$ cat src/rtl/instr_mem_loader_pkg.sv
// Shared constants and types for the instruction memory loader.
// Optional checksum trailer is enabled with the LOADER_CHECKSUM_EN macro.
package instr_mem_loader_pkg;

    localparam int DEFAULT_DEPTH  = 128;
    localparam int HDR_BYTES      = 2;
    localparam int BYTES_PER_WORD = 4;
    localparam int LANE_W         = $clog2(BYTES_PER_WORD);

    typedef enum logic [2:0] {
        ST_IDLE = 3'd0,
        ST_HDR0 = 3'd1,
        ST_HDR1 = 3'd2,
        ST_DATA = 3'd3,
        ST_CHK  = 3'd4,
        ST_DONE = 3'd5
    } loader_state_e;

    // States in which the loader consumes bytes and reports itself busy.
    function automatic logic is_loading(input loader_state_e s);
        logic r;
        case (s)
            ST_HDR0, ST_HDR1, ST_DATA, ST_CHK: r = 1'b1;
            default:                           r = 1'b0;
        endcase
        return r;
    endfunction

    function automatic logic [31:0] place_byte(input logic [31:0] w,
                                               input logic [LANE_W-1:0] lane,
                                               input logic [7:0] b);
        logic [31:0] r;
        r = w;
        r[{lane, 3'b000} +: 8] = b;
        return r;
    endfunction

endpackage

$ cat src/rtl/instr_mem_loader_byte_word_assembler.sv
// Packs a byte stream into little-endian 32-bit words; word_valid marks the
// byte that completes a word, with word_data already holding all four lanes.
module instr_mem_loader_byte_word_assembler
    import instr_mem_loader_pkg::*;
(
    input  logic        clk,
    input  logic        rst_n,
    input  logic        clear,
    input  logic        byte_valid,
    input  logic [7:0]  byte_data,
    output logic        word_valid,
    output logic [31:0] word_data
);

    localparam logic [LANE_W-1:0] LAST_LANE = LANE_W'(BYTES_PER_WORD - 1);

    logic [LANE_W-1:0] lane_q, lane_d;
    logic [31:0]       word_q, word_d;

    assign word_data  = place_byte(word_q, lane_q, byte_data);
    assign word_valid = byte_valid && !clear && (lane_q == LAST_LANE);

    // Next lane and partial word; the lane counter wraps after the last byte.
    always_comb begin
        lane_d = lane_q;
        word_d = word_q;
        if (clear) begin
            lane_d = '0;
            word_d = 32'h0000_0000;
        end else if (byte_valid) begin
            lane_d = lane_q + LANE_W'(1);
            word_d = word_data;
        end else begin
            lane_d = lane_q;
            word_d = word_q;
        end
    end

    // Lane and partial word registers.
    always_ff @(posedge clk) begin
        if (!rst_n) begin
            lane_q <= '0;
            word_q <= 32'h0000_0000;
        end else begin
            lane_q <= lane_d;
            word_q <= word_d;
        end
    end

endmodule

$ cat src/rtl/instr_mem_loader.sv
// Loads a length-prefixed byte image into instruction memory and holds the CPU
// in reset until a clean load completes. LOADER_CHECKSUM_EN adds an XOR trailer.
module instr_mem_loader
    import instr_mem_loader_pkg::*;
#(
    parameter int DEPTH = DEFAULT_DEPTH,
    parameter int CNT_W = 16
) (
    input  logic        CLK,
    input  logic        RESETn,
    input  logic        Start,
    input  logic [7:0]  Rx_Data,
    input  logic        Rx_Valid,
    output logic        Rx_Ready,
    output logic        IM_WE,
    output logic [31:0] IM_WA,
    output logic [31:0] IM_WD,
    output logic        Load_Busy,
    output logic        Load_Done,
    output logic        Load_Err,
    output logic        CPU_Hold
);

    localparam logic [CNT_W:0] DEPTH_LIM = (CNT_W + 1)'(DEPTH);
`ifdef LOADER_CHECKSUM_EN
    localparam loader_state_e ST_AFTER = ST_CHK;
`else
    localparam loader_state_e ST_AFTER = ST_DONE;
`endif

    loader_state_e    state_q, state_d;
    logic [CNT_W-1:0] count_q, count_d;
    logic [CNT_W-1:0] index_q, index_d;
    logic             err_q, err_d;
    logic             rx_ready_q, rx_ready_d;
    logic             busy_q, busy_d;
    logic             done_q, done_d;
    logic             hold_q, hold_d;
    logic             we_q, we_d;
    logic [31:0]      wa_q, wa_d;
    logic [31:0]      wd_q, wd_d;
`ifdef LOADER_CHECKSUM_EN
    logic [7:0]       csum_q, csum_d;
`endif

    logic             accept_s;
    logic             start_ok_s;
    logic             word_valid_s;
    logic [31:0]      word_data_s;
    logic [CNT_W-1:0] count_full_s;
    logic             in_range_s;

    assign accept_s     = Rx_Valid && rx_ready_q;
    assign start_ok_s   = Start && ((state_q == ST_IDLE) || (state_q == ST_DONE));
    assign count_full_s = CNT_W'({Rx_Data, count_q[7:0]});
    assign in_range_s   = ({1'b0, index_q} < DEPTH_LIM);

    instr_mem_loader_byte_word_assembler u_asm (
        .clk        (CLK),
        .rst_n      (RESETn),
        .clear      (start_ok_s),
        .byte_valid (accept_s && (state_q == ST_DATA)),
        .byte_data  (Rx_Data),
        .word_valid (word_valid_s),
        .word_data  (word_data_s)
    );

    // Next-state, counters, error and the registered output values.
    always_comb begin
        state_d = state_q;
        count_d = count_q;
        index_d = index_q;
        err_d   = err_q;
        we_d    = 1'b0;
        wa_d    = wa_q;
        wd_d    = wd_q;
`ifdef LOADER_CHECKSUM_EN
        csum_d  = csum_q;
`endif
        case (state_q)
            ST_IDLE, ST_DONE: begin
                if (start_ok_s) begin
                    state_d = ST_HDR0;
                    count_d = '0;
                    index_d = '0;
                    err_d   = 1'b0;
`ifdef LOADER_CHECKSUM_EN
                    csum_d  = 8'h00;
`endif
                end else begin
                    state_d = state_q;
                end
            end
            ST_HDR0: begin
                if (accept_s) begin
                    count_d = {count_q[CNT_W-1:8], Rx_Data};
                    state_d = ST_HDR1;
                end else begin
                    state_d = ST_HDR0;
                end
            end
            ST_HDR1: begin
                if (accept_s) begin
                    count_d = count_full_s;
                    if (count_full_s == '0) begin
                        state_d = ST_AFTER;
                    end else begin
                        state_d = ST_DATA;
                    end
                end else begin
                    state_d = ST_HDR1;
                end
            end
            ST_DATA: begin
                if (accept_s) begin
`ifdef LOADER_CHECKSUM_EN
                    csum_d = csum_q ^ Rx_Data;
`endif
                    if (word_valid_s) begin
                        index_d = index_q + CNT_W'(1);
                        // Out-of-range words are swallowed so the stream stays aligned.
                        if (in_range_s) begin
                            we_d = 1'b1;
                            wa_d = {{(32 - CNT_W - 2){1'b0}}, index_q, 2'b00};
                            wd_d = word_data_s;
                        end else begin
                            err_d = 1'b1;
                        end
                        if (index_q == (count_q - CNT_W'(1))) begin
                            state_d = ST_AFTER;
                        end else begin
                            state_d = ST_DATA;
                        end
                    end else begin
                        state_d = ST_DATA;
                    end
                end else begin
                    state_d = ST_DATA;
                end
            end
`ifdef LOADER_CHECKSUM_EN
            ST_CHK: begin
                if (accept_s) begin
                    if (Rx_Data != csum_q) begin
                        err_d = 1'b1;
                    end else begin
                        err_d = err_q;
                    end
                    state_d = ST_DONE;
                end else begin
                    state_d = ST_CHK;
                end
            end
`endif
            default: begin
                state_d = ST_IDLE;
            end
        endcase

        rx_ready_d = is_loading(state_d);
        busy_d     = is_loading(state_d);
        done_d     = (state_d == ST_DONE);
        hold_d     = !((state_d == ST_DONE) && !err_d);
    end

    // State and output registers; reset leaves memory contents alone.
    always_ff @(posedge CLK) begin
        if (!RESETn) begin
            state_q    <= ST_IDLE;
            count_q    <= '0;
            index_q    <= '0;
            err_q      <= 1'b0;
            rx_ready_q <= 1'b0;
            busy_q     <= 1'b0;
            done_q     <= 1'b0;
            hold_q     <= 1'b1;
            we_q       <= 1'b0;
            wa_q       <= 32'h0000_0000;
            wd_q       <= 32'h0000_0000;
`ifdef LOADER_CHECKSUM_EN
            csum_q     <= 8'h00;
`endif
        end else begin
            state_q    <= state_d;
            count_q    <= count_d;
            index_q    <= index_d;
            err_q      <= err_d;
            rx_ready_q <= rx_ready_d;
            busy_q     <= busy_d;
            done_q     <= done_d;
            hold_q     <= hold_d;
            we_q       <= we_d;
            wa_q       <= wa_d;
            wd_q       <= wd_d;
`ifdef LOADER_CHECKSUM_EN
            csum_q     <= csum_d;
`endif
        end
    end

    assign Rx_Ready  = rx_ready_q;
    assign IM_WE     = we_q;
    assign IM_WA     = wa_q;
    assign IM_WD     = wd_q;
    assign Load_Busy = busy_q;
    assign Load_Done = done_q;
    assign Load_Err  = err_q;
    assign CPU_Hold  = hold_q;

endmodule
$ cat config.mk
export PLATFORM = sky130hd
export DESIGN_NAME = instr_mem_loader
export DESIGN_NICKNAME = d
export VERILOG_FILES = /design/src/rtl/instr_mem_loader_pkg.sv /design/src/rtl/instr_mem_loader_byte_word_assembler.sv /design/src/rtl/instr_mem_loader.sv
export SDC_FILE = /design/constraint.sdc
export NUM_CORES = 1
export LEC_CHECK = 0
export CORE_MARGIN = 2
export CORE_UTILIZATION = 59
export DETAILED_ROUTE_END_ITERATION = 16
export MAX_ROUTING_LAYER = met4
export PLACE_DENSITY = 0.85
export SYNTH_ARGS = -nofsm -noshare
export SYNTH_HDL_FRONTEND = slang
export SYNTH_HIERARCHICAL = 1
export SYNTH_SLANG_ARGS = --single-unit
$ cat constraint.sdc
create_clock -name CLK -period 4.03 [get_ports CLK]
set_input_delay 0.806 -clock CLK [delete_from_list [all_inputs] [get_ports CLK]]
set_output_delay 0.806 -clock CLK [all_outputs]
set_load 0.05 [all_outputs]
==> impl_metrics.env, run 1 <==
# source this file to load flow results
export IMPL_comb_area_um2=3000
export IMPL_drtAntennaViolNets=0
export IMPL_slew_viol_final=0
export IMPL_hold_class="register to register"
export IMPL_final_util_pct=72.1
export IMPL_dieArea_um2=10700
export IMPL_pg_seq_mw=1.22
export IMPL_nets=755
export IMPL_postSynthCellCount=694
export IMPL_xor_share_pct=5.56
export IMPL_cts_sinks=122
export IMPL_yosys_warnings=6
export IMPL_fillers=732
export IMPL_required_ns=4.46
export IMPL_flops=122
export IMPL_core_area_um2=9680
export IMPL_hold_end="IM_WD[0]$_SDFFE_PN0P_"
export IMPL_synth_mux_area_fraction_pct=0.343
export IMPL_critical_path_endpoint="index_q[11]$_SDFFE_PN0P_"
export IMPL_seq_area_um2=2440
export IMPL_adder_share_pct=1.50
export IMPL_synth_top_cells_by_count="nand2_1 (129), dfxtp_1 (122), a21oi_1 (67), nor2_1 (53)"
export IMPL_combPwrFrac_pct=6.2
export IMPL_biggestCellCategory="logic gates"
export IMPL_status="finished, final reports clean"
export IMPL_top_cells_by_area="dfxtp_1 (42%), nand2_1 (8.3%), a21oi_1 (5.7%)"
export IMPL_io_pins=82
export IMPL_die_y_um=103
export IMPL_hold_depth=2
export IMPL_end_kind="register"
export IMPL_root_buffer="clkbuf_8"
export IMPL_most_common_cell="nand2_1"
export IMPL_drive_above_1_share_pct=7.35
export IMPL_via_count=5265
export IMPL_buffer_area_share_pct=10.3
export IMPL_clk_pin_slew_ns=0.06
export IMPL_num_multi_input_gates=503
export IMPL_pre_cts_ws_ns=0.702
export IMPL_clkbuf_count=19
export IMPL_top_area_cell="dfxtp_1"
export IMPL_clock_skew_final_ns=0.00938
export IMPL_yosys_area_share_aoi_pct=18.4
export IMPL_slowest_delay_ns=0.58
export IMPL_period_needed_ns=2.87
export IMPL_drc=0
export IMPL_ys_cells=694
export IMPL_place_area_um2=6390
export IMPL_cts_setup_buffers=0
export IMPL_ys_sh_simple_pct=24.6
export IMPL_timing_critical_path_mode_cell="and3_1"
export IMPL_power_switching_share_pct=24.4
export IMPL_clk_share_pct=8.36
export IMPL_wl_met2_um=7220
export IMPL_design_area_um2=6980
export IMPL_drv_cap=0
export IMPL_crit_type="register to register"
export IMPL_total_leakage_power_nw=2.59
export IMPL_power_switching_mw=0.702
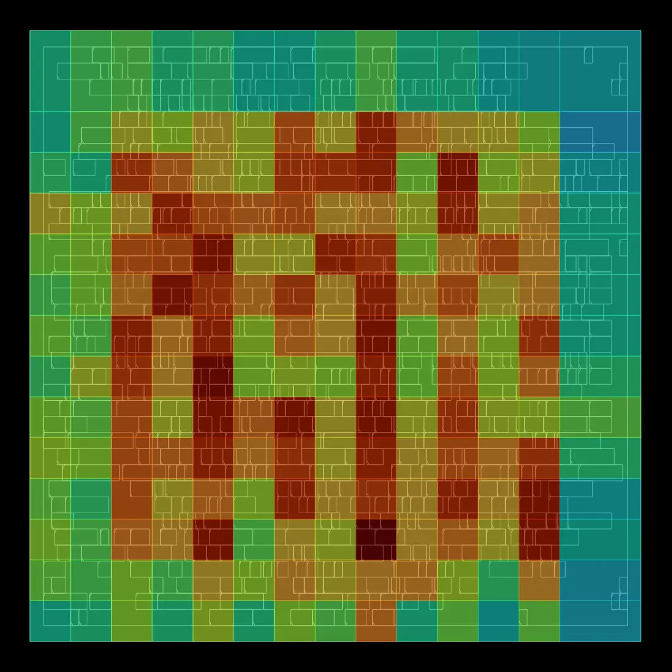
*Congestion heat map, run 1*
met1 Use GR: 36.9%
GR Layer Usage met3: 6.59%

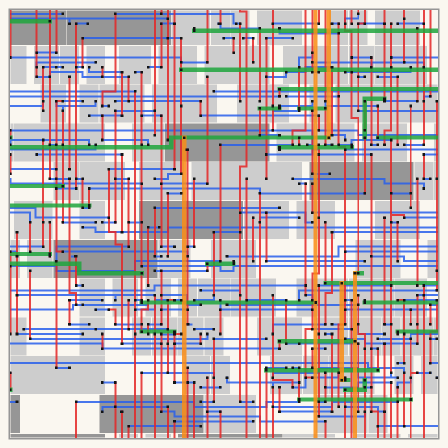
*Close-up of the layout, run 1*
Region (37, 16) to (67, 46) um. Cells in grey, sequential cells in the stronger grey; small squares are vias.
colour	layer
red	M2
blue	M1
green	M3
orange	M4
sequential cells in the window	7
most frequent	nand2_1 (11), a21oi_1 (9)
cells with their middle in the window	80
netlist names of flops here include	`count_q` (5)

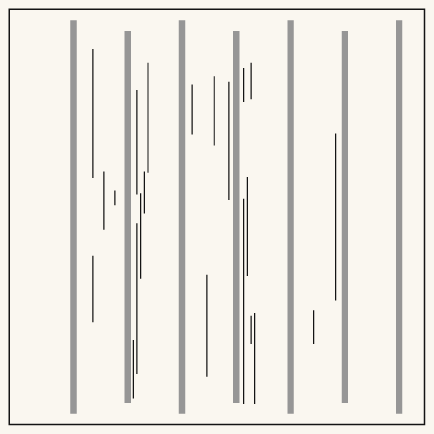
*Metal 4, run 1*
(4 px per um) Supply wires on this layer in grey.
nets with wire on the layer	16
main direction	vertical
share of all routed wire	3.0%

## Run 2: what changed since run 1
CORE_UTILIZATION = 55   (was 59)
PLACE_DENSITY = 0.8   (was 0.85)
clock period = 2.65 ns   (was 4.03 ns; I/O delays follow)
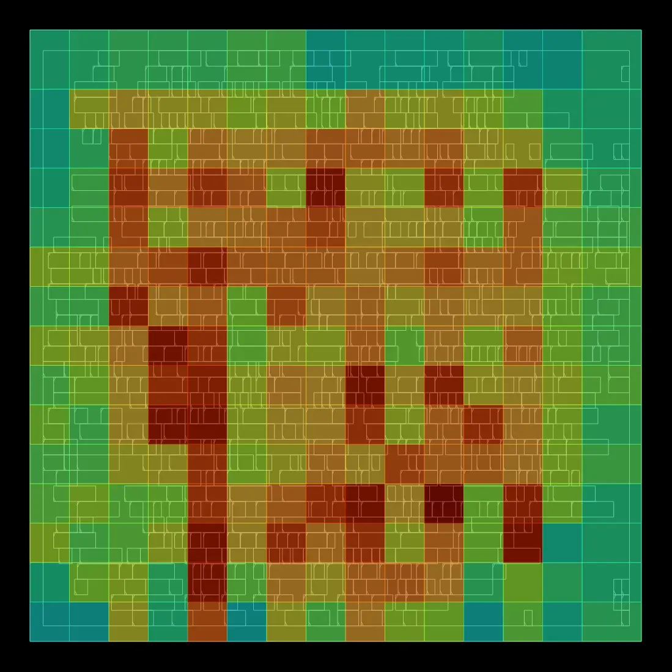
*Congestion heat map, run 2*
All-Layer GR Usage: 27.9%
most crowded layer after global routing: met2
GR Layer Usage met3: 4.92%
met1 Use GR: 35.1%
Core Util, Final: 69.5%

==> run 2 against run 1 <==
Against the previous run: register-to-register slack worse by 0.98 ns; non-clock buffer count up 24; final area rose by 2.8%; die area rose by 7.0%; critical path type unchanged; largest cell class unchanged; largest power group unchanged.
==> impl_metrics.env, run 2 <==
# source this file to load flow results
export IMPL_status="finished, final reports clean"
export IMPL_max_vdd_ir_drop_v=0.000303
export IMPL_r2r_end="index_q[11]$_SDFFE_PN0P_"
export IMPL_flops=122
export IMPL_total_leakage_power_nw=2.71
export IMPL_dieArea_um2=11400
export IMPL_hold_slack_ns=0.453
export IMPL_ys_cells=694
export IMPL_critical_path_endpoint="index_q[11]$_SDFFE_PN0P_"
export IMPL_clock_skew_final_ns=0.00720
export IMPL_period_needed_ns=2.47
export IMPL_end_kind="register"
export IMPL_root_buffer="clkbuf_8"
export IMPL_core_area_um2=10300
export IMPL_drv_cap=0
export IMPL_clk_share_pct=7.90
export IMPL_slowest_delay_ns=0.48
export IMPL_combPwrFrac_pct=6.8
export IMPL_grt_pass1_wl_um=24700
export IMPL_clkbuf_count=19
export IMPL_die_y_um=107
export IMPL_hold_end="IM_WD[12]$_SDFFE_PN0P_"
export IMPL_synth_top_cells_by_count="nand2_1 (129), dfxtp_1 (122), a21oi_1 (67), nor2_1 (53)"
export IMPL_slew_viol_final=0
export IMPL_cts_sinks=122
export IMPL_pre_cts_ws_ns=-0.0917
export IMPL_yosys_warnings=6
export IMPL_drc=0
export IMPL_drive_above_1_share_pct=10.2
export IMPL_worstMarginPinSlew_ns=0.625
export IMPL_crit_type="register to register"
export IMPL_required_ns=3.08
export IMPL_syn_area_um2=5830
export IMPL_comb_area_um2=3000
export IMPL_cts_max_level=4
export IMPL_top_area_cell="dfxtp_1"
export IMPL_numPortBuffers=65
export IMPL_yosys_area_um2=5830
export IMPL_design_area_um2=7170
export IMPL_power_switching_mw=1.07
export IMPL_top_cells_by_area="dfxtp_1 (42%), nand2_1 (8.3%), a21oi_1 (5.7%)"
export IMPL_xor_share_pct=5.56
export IMPL_biggestCellCategory="logic gates"
export IMPL_adder_share_pct=1.50
export IMPL_fillers=796
export IMPL_io_pins=82
export IMPL_hold_class="register to register"
export IMPL_hold_depth=2
export IMPL_p_int_mw=3.27
export IMPL_clk_pin_slew_ns=0.06
export IMPL_wl_met2_um=7090
export IMPL_worst_path_buf_inv=0
export IMPL_num_multi_input_gates=503
export IMPL_via_count=5375
export IMPL_drtAntennaViolNets=0
export IMPL_power_switching_share_pct=24.7
export IMPL_timing_critical_path_mode_cell="and3_1"
export IMPL_synth_mux_area_fraction_pct=0.343
export IMPL_cts_setup_buffers=0
export IMPL_nets=779
export IMPL_pg_seq_mw=1.85
export IMPL_buffer_area_share_pct=12.9
export IMPL_place_area_um2=6610
export IMPL_postSynthCellCount=694
export IMPL_yosys_area_share_aoi_pct=18.4
Power figures rest on the tool's default switching activity, not on a simulated workload.
